File: src/rtl/rr_grant_arbiter_if.sv
// rr_grant_arbiter_if
//   Handshake bundle between the four request sources and the round-robin
//   arbiter. The arbiter uses the slave modport. Whatever produces enable/req
//   and consumes the grant outputs uses the master modport.
//   Signals:
//     enable    arbitration enable (master -> slave)
//     req[3:0]  request vector     (master -> slave)
//     grant     one-hot grant      (slave -> master)
//     gnt_idx   current/last owner (slave -> master)
//     gnt_valid grant active       (slave -> master)
//     expired   hold-timeout pulse (slave -> master)
interface rr_grant_arbiter_if;
  logic       enable;
  logic [3:0] req;
  logic [3:0] grant;
  logic [1:0] gnt_idx;
  logic       gnt_valid;
  logic       expired;

  modport master (
    output enable, req,
    input  grant, gnt_idx, gnt_valid, expired
  );

  modport slave (
    input  enable, req,
    output grant, gnt_idx, gnt_valid, expired
  );
endinterface

File: src/rtl/rr_grant_arbiter.sv
// rr_grant_arbiter
//   Four-way round-robin arbiter for one shared resource. An owner keeps the
//   grant while it keeps requesting. It can be preempted after MAX_HOLD
//   consecutive cycles, or by dropping enable. There is always one idle cycle
//   between owners. All outputs are registered.
//   Ports:
//     clk  rising-edge clock
//     rst  asynchronous active-high reset
//     bus  rr_grant_arbiter_if.slave: enable, req in; grant, gnt_idx,
//          gnt_valid, expired out
//   Parameters:
//     MAX_HOLD  maximum consecutive grant cycles (0 = unlimited)
module rr_grant_arbiter #(
  parameter int MAX_HOLD = 8
) (
  input  logic                 clk,
  input  logic                 rst,
  rr_grant_arbiter_if.slave    bus
);
  // Hold-counter width is derived from MAX_HOLD and never less than 1 bit.
  localparam int HCW = (MAX_HOLD < 1) ? 1 : $clog2(MAX_HOLD + 1);
  localparam logic [HCW-1:0] HOLD_MAX = HCW'(MAX_HOLD);

  typedef enum logic {S_IDLE, S_GRANT} state_t;

  state_t         state_q, state_d;
  logic [1:0]     idx_q, idx_d;
  logic           valid_q, valid_d;
  logic [3:0]     grant_q, grant_d;
  logic           expired_q, expired_d;
  logic [HCW-1:0] hold_q, hold_d;

  logic [1:0]     winner;
  logic [3:0]     dec_d;
  logic           timeout;
  logic           owner_req;

  // Round-robin search starting just after the last owner. The loop runs from
  // the farthest candidate down to the nearest one, so the nearest requester
  // is the last one assigned and wins. k = 4 wraps back to the last owner
  // itself, which gives that owner the lowest priority.
  always_comb begin
    winner = idx_q;
    for (int k = 4; k >= 1; k--) begin
      if (bus.req[idx_q + 2'(k)]) begin
        winner = idx_q + 2'(k);
      end
    end
  end

  assign owner_req = bus.req[idx_q];
  assign timeout   = (MAX_HOLD != 0) && (hold_q == HOLD_MAX);

  always_comb begin
    state_d   = state_q;
    idx_d     = idx_q;
    valid_d   = valid_q;
    hold_d    = hold_q;
    expired_d = 1'b0;
    case (state_q)
      S_IDLE: begin
        if (bus.enable && (|bus.req)) begin
          state_d = S_GRANT;
          idx_d   = winner;
          valid_d = 1'b1;
          hold_d  = HCW'(1);
        end
      end
      S_GRANT: begin
        if (!bus.enable || !owner_req || timeout) begin
          state_d   = S_IDLE;
          valid_d   = 1'b0;
          // Flag a timeout only when it alone caused the release.
          expired_d = timeout && bus.enable && owner_req;
        end else if (MAX_HOLD != 0) begin
          hold_d = (hold_q == HOLD_MAX) ? hold_q : hold_q + HCW'(1);
        end
      end
      default: begin
        state_d = S_IDLE;
        valid_d = 1'b0;
      end
    endcase
  end

  // Decode the next owner index so that the registered grant is always
  // consistent with gnt_idx and gnt_valid.
  for (genvar gi = 0; gi < 4; gi++) begin : g_dec
    assign dec_d[gi] = (idx_d == 2'(gi));
  end
  assign grant_d = valid_d ? dec_d : 4'b0000;

  always_ff @(posedge clk or posedge rst) begin
    if (rst) begin
      state_q   <= S_IDLE;
      idx_q     <= 2'd3;
      valid_q   <= 1'b0;
      grant_q   <= 4'b0000;
      expired_q <= 1'b0;
      hold_q    <= '0;
    end else begin
      state_q   <= state_d;
      idx_q     <= idx_d;
      valid_q   <= valid_d;
      grant_q   <= grant_d;
      expired_q <= expired_d;
      hold_q    <= hold_d;
    end
  end

  assign bus.grant     = grant_q;
  assign bus.gnt_idx   = idx_q;
  assign bus.gnt_valid = valid_q;
  assign bus.expired   = expired_q;
endmodule

File: src/flat_wrapper.sv
// flat-port wrapper written by rule: the top's interface ports become plain ports
module rr_grant_arbiter_flat 
#(
  parameter int MAX_HOLD = 8
)
  (clk, rst, bus_enable, bus_req, bus_grant, bus_gnt_idx, bus_gnt_valid, bus_expired);
  rr_grant_arbiter_if bus_i ();
  input  logic clk;
  input  logic rst;
  input wire logic [$bits(bus_i.enable)-1:0] bus_enable;
  input wire logic [$bits(bus_i.req)-1:0] bus_req;
  output wire logic [$bits(bus_i.grant)-1:0] bus_grant;
  output wire logic [$bits(bus_i.gnt_idx)-1:0] bus_gnt_idx;
  output wire logic [$bits(bus_i.gnt_valid)-1:0] bus_gnt_valid;
  output wire logic [$bits(bus_i.expired)-1:0] bus_expired;
  assign bus_i.enable = bus_enable;
  assign bus_i.req = bus_req;
  assign bus_grant = bus_i.grant;
  assign bus_gnt_idx = bus_i.gnt_idx;
  assign bus_gnt_valid = bus_i.gnt_valid;
  assign bus_expired = bus_i.expired;
  rr_grant_arbiter #(.MAX_HOLD(MAX_HOLD)) u_core (.clk(clk), .rst(rst), .bus(bus_i));
endmodule
File: config.mk
export PLATFORM = sky130hd
export DESIGN_NAME = rr_grant_arbiter_flat
export DESIGN_NICKNAME = d
export VERILOG_FILES = /design/src/rtl/rr_grant_arbiter_if.sv /design/src/rtl/rr_grant_arbiter.sv /design/src/flat_wrapper.sv
export SDC_FILE = /design/constraint.sdc
export NUM_CORES = 1
export LEC_CHECK = 0
export CAP_MARGIN = 0
export CORE_MARGIN = 2
export CORE_UTILIZATION = 55
export CTS_CLUSTER_SIZE = 20
export DETAILED_ROUTE_END_ITERATION = 8
export DONT_BUFFER_PORTS = 1
export GPL_TIMING_DRIVEN = 0
export PLACE_DENSITY = 0.66
export SLEW_MARGIN = 20
export SYNTH_ARGS = -nofsm -noshare
export SYNTH_HDL_FRONTEND = slang
export SYNTH_SLANG_ARGS = --single-unit
export TNS_END_PERCENT = 100
File: constraint.sdc
create_clock -name clk -period 1.9 [get_ports clk]
set_input_delay 0.57 -clock clk [delete_from_list [all_inputs] [get_ports clk]]
set_output_delay 0.57 -clock clk [all_outputs]
set_load 0.005 [all_outputs]
==> results.cfg <==
; implementation run metrics
[synthesis]
postSynthRegisterBits = 13
yosys.area.top_type = dfrtp_1
synth.top_cell.area_share_pct = 37.6
postSynthAreaPerCell_um2 = 10.5
seq_area_frac_synth_pct = 44.8
synthTopCellsByArea = dfrtp_1 38%, dfstp_2 7.2%, mux2i_1 4.1%
async_reset_ff_share_pct = 100
ys_chip_area_um2 = 732
synth.distinct_cells = 33
syn-cell-area_um2 = 732
ys_warn_count = 0
edf_count = 0
yosysCellCount = 70
syn_inst = 70
syn_nets = 79
ys.flop_type = dfrtp_1

[route]
drt-initial-drc-count = 9
num_vias = 522
met3WireLength_um = 54
top_layer_used = met4
antenna_left = 0
routed_via_density = 5.87
wl_met1_um = 627
wl_per_cell_um = 14.2
wl_met2_um = 568
drc_errors = 0
finalWirelength_um = 1270

[placement]
dp_hpwl_um = 979
dp_cells = 85
preCtsSetupSlack_ns = 0.00660
io_buffers = 0
placed_area_um2 = 751
gp_congestion = 0.747

[setup_path]
crit_fanout = 9
cp_data_required_time_ns = 2.05
reg2reg_depth = 5
endpoint_kind = flip-flop
reg2reg_slack_ns = 0.20
cp.arrival_ns = 1.85
worstSetupPathType = flip-flop to flip-flop
rr_endpoint = u_core.hold_q[3]
r2r_start = u_core.bus.gnt_idx[1]

[clocking]
clkSlewWorstSetupHoldPaths_ns = 0.08
numCtsBuffers = 3
postCtsSetupBuffers = 0
cts_tree = done
cts_htree_levels = 1
clock-sinks = 13
worstSkewPairLatency_ns = 0.26
root_buffer = clkbuf_4

[finish]
post-route-util_pct = 61.9
logic_area_um2 = 382
inv_count = 7
drive_gt1_share_pct = 16.2
area_dominant_class = multi-input combinational cells
clkbuf_count = 4
sh_comb_area_pct = 48.6
final_cell_mix = 11 x dfrtp_1, 7 x inv_1, 5 x nand2_1, 5 x nor2_1, 4 x a211oi_1
final_nets = 84
fin_area_um2 = 786
nNonClkBuffers = 1
nonClkBufAreaFrac_pct = 0.637
final_layout_top_logic_cell = dfrtp_1
n_antenna_cell = 0
final_cells = 89
area_growth_pct = 7.35
logic_gate_count = 49
register_area_um2 = 328
flops = 13
clkCellAreaFrac_pct = 3.34

[run]
warnings = 27
drv_cap = 0

[sta]
hold_viol_final = 0
setup-tns-final_ns = 0
maxClockFrequency_mhz = 587
rsz0062_at_grt = no
finalClockPeriodUsage_pct = 89.7
finalSetupViolations = 0
maxSlewHeadroom_pct = 68.2
whs_ns = 0.204
fin_ws_ns = 0.196
skew_ns = 0.00193
post-route-min-period_ns = 1.70
slew_violations = 0

[power]
fin_total_pwr_mw = 0.991
static-leakage-power_nw = 0.379
peakVddDrop_mv = 0.669

[floorplan]
fp_util_pct = 57.7
num_io_pins = 15
dieArea_um2 = 1640
die_h_um = 40.5
core_um2 = 1270
die_w_um = 40.5

[grt]
grt_pass1_wl_um = 2170
grt_most_used_layer = met1
antenna_found_initial = 0
grt_usage_pct = 20.0
use_met2_pct = 27.4
grt_max_degree = 14
grt-ovfl-total = 0
use_met3_pct = 5.00
first_global_vias = 476

[min_path]
hold_class = input port to asynchronous set/reset pin

[outcome]
outcome = finished clean
## how the worst max path moves through the flow
stage	end	cells after the start	slack [ns]	startpoint
final	u_core.hold_q[3]	5	0.20	u_core.bus.gnt_idx[1]
after global routing	u_core.bus.grant[3]	5	0.06	u_core.bus.gnt_idx[1]
after CTS	u_core.hold_q[3]	5	0.04	u_core.bus.gnt_idx[1]
after detailed placement	u_core.hold_q[3]	5	0.007	u_core.bus.gnt_idx[1]
after global placement	u_core.hold_q[3]	5	0.03	u_core.bus.gnt_idx[1]
after floorplan	u_core.hold_q[3]	5	0.22	u_core.bus.gnt_idx[1]
## worst max-delay path, cell delays in order, from the launching register on
cell and delay (ns):
dfstp_2 0.54, clkbuf_2 0.19, nand2_1 0.11, o22ai_4 0.28
nand2_1 0.14, a311o_1 0.32
## kinds of logic after synthesis
| family | synth area share, % |
|---|---|
| AOI/OAI and AO/OA | 22.9 |
| adders and majority gates | 3.42 |
| buffers and inverters | 4.10 |
| DFF | 44.8 |
| muxes | 4.10 |
| and+or+nand+nor | 20.7 |
## state kept, by name, indices dropped and copies added (netlist names)
signal and cells:
u_core.bus.grant 4, u_core.state_q 1, u_core.hold_q 4, u_core.bus.gnt_valid 1
u_core.bus.expired 1, u_core.bus.gnt_idx 2
## where the power goes
group | internal [mW] | leakage [nW] | switching [mW]
combinational | 0.155 | 0.199 | 0.199
clock | 0.0810 | 0.0150 | 0.0817
sequential | 0.383 | 0.164 | 0.0916
total | 0.618 | 0.379 | 0.372
## repair_timing
| action | in CTS | in global routing |
|---|---|---|
| gates resized | 1 | 3 |
| hold buffers | 0 | 0 |
| cloned | 0 | 0 |
| endpoints found under the setup margin | 1 | 5 |
## Yosys cell counts (all sizes together) (3+ instances only)
library cell and n:
nand2 5, a211oi 4, dfrtp 11, nor2 5, mux2i 3, inv 7
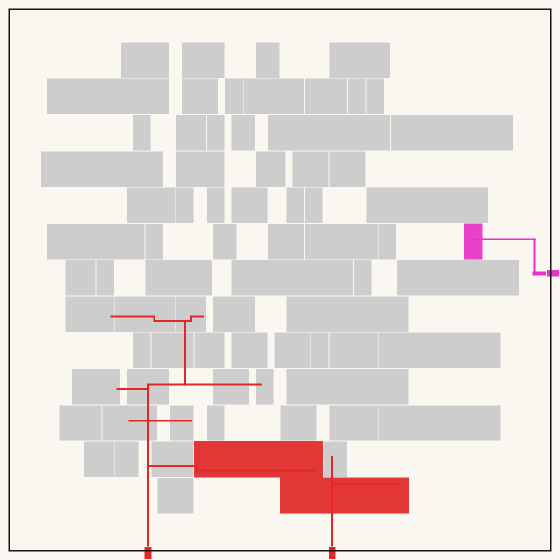
**Above:** wires at chosen ports, followed through buffers.
bus_gnt_idx -> red  # bits 2, direction output, edge south, end cells 2, wire 64.2 µm
rst -> magenta  # bits 1, direction input, edge east, end cells 1, wire 8.00 µm

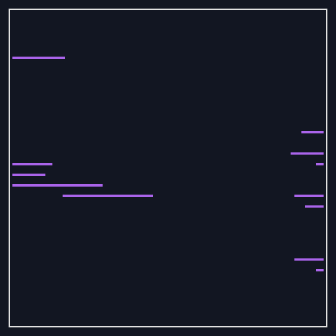
**Above:** M3 wires.
longest straight run = 11.3 µm
wire length on this layer = 54.5 µm
nets with wire on the layer = 11
share of all routed wire = 4.3%
main direction = horizontal

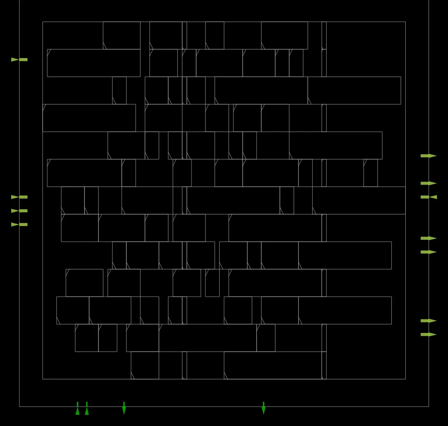
**Above:** cell placement.
tap cells: 15
FILL cells: 111
number of cell rows: 13
Seq/total area: 41.7%

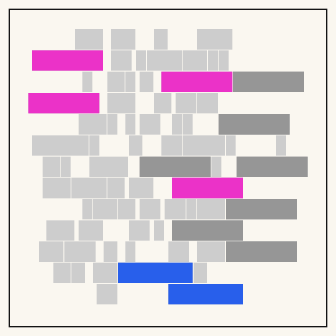
**Above:** register map, names as in the netlist.
Other sequential cells in the stronger grey, the rest of the logic in the fainter grey.
u_core.hold_q -> magenta  # placed flops 4
u_core.bus.gnt_idx -> blue  # placed flops 2
not coloured = 7

Power and IR drop assume default switching activity.
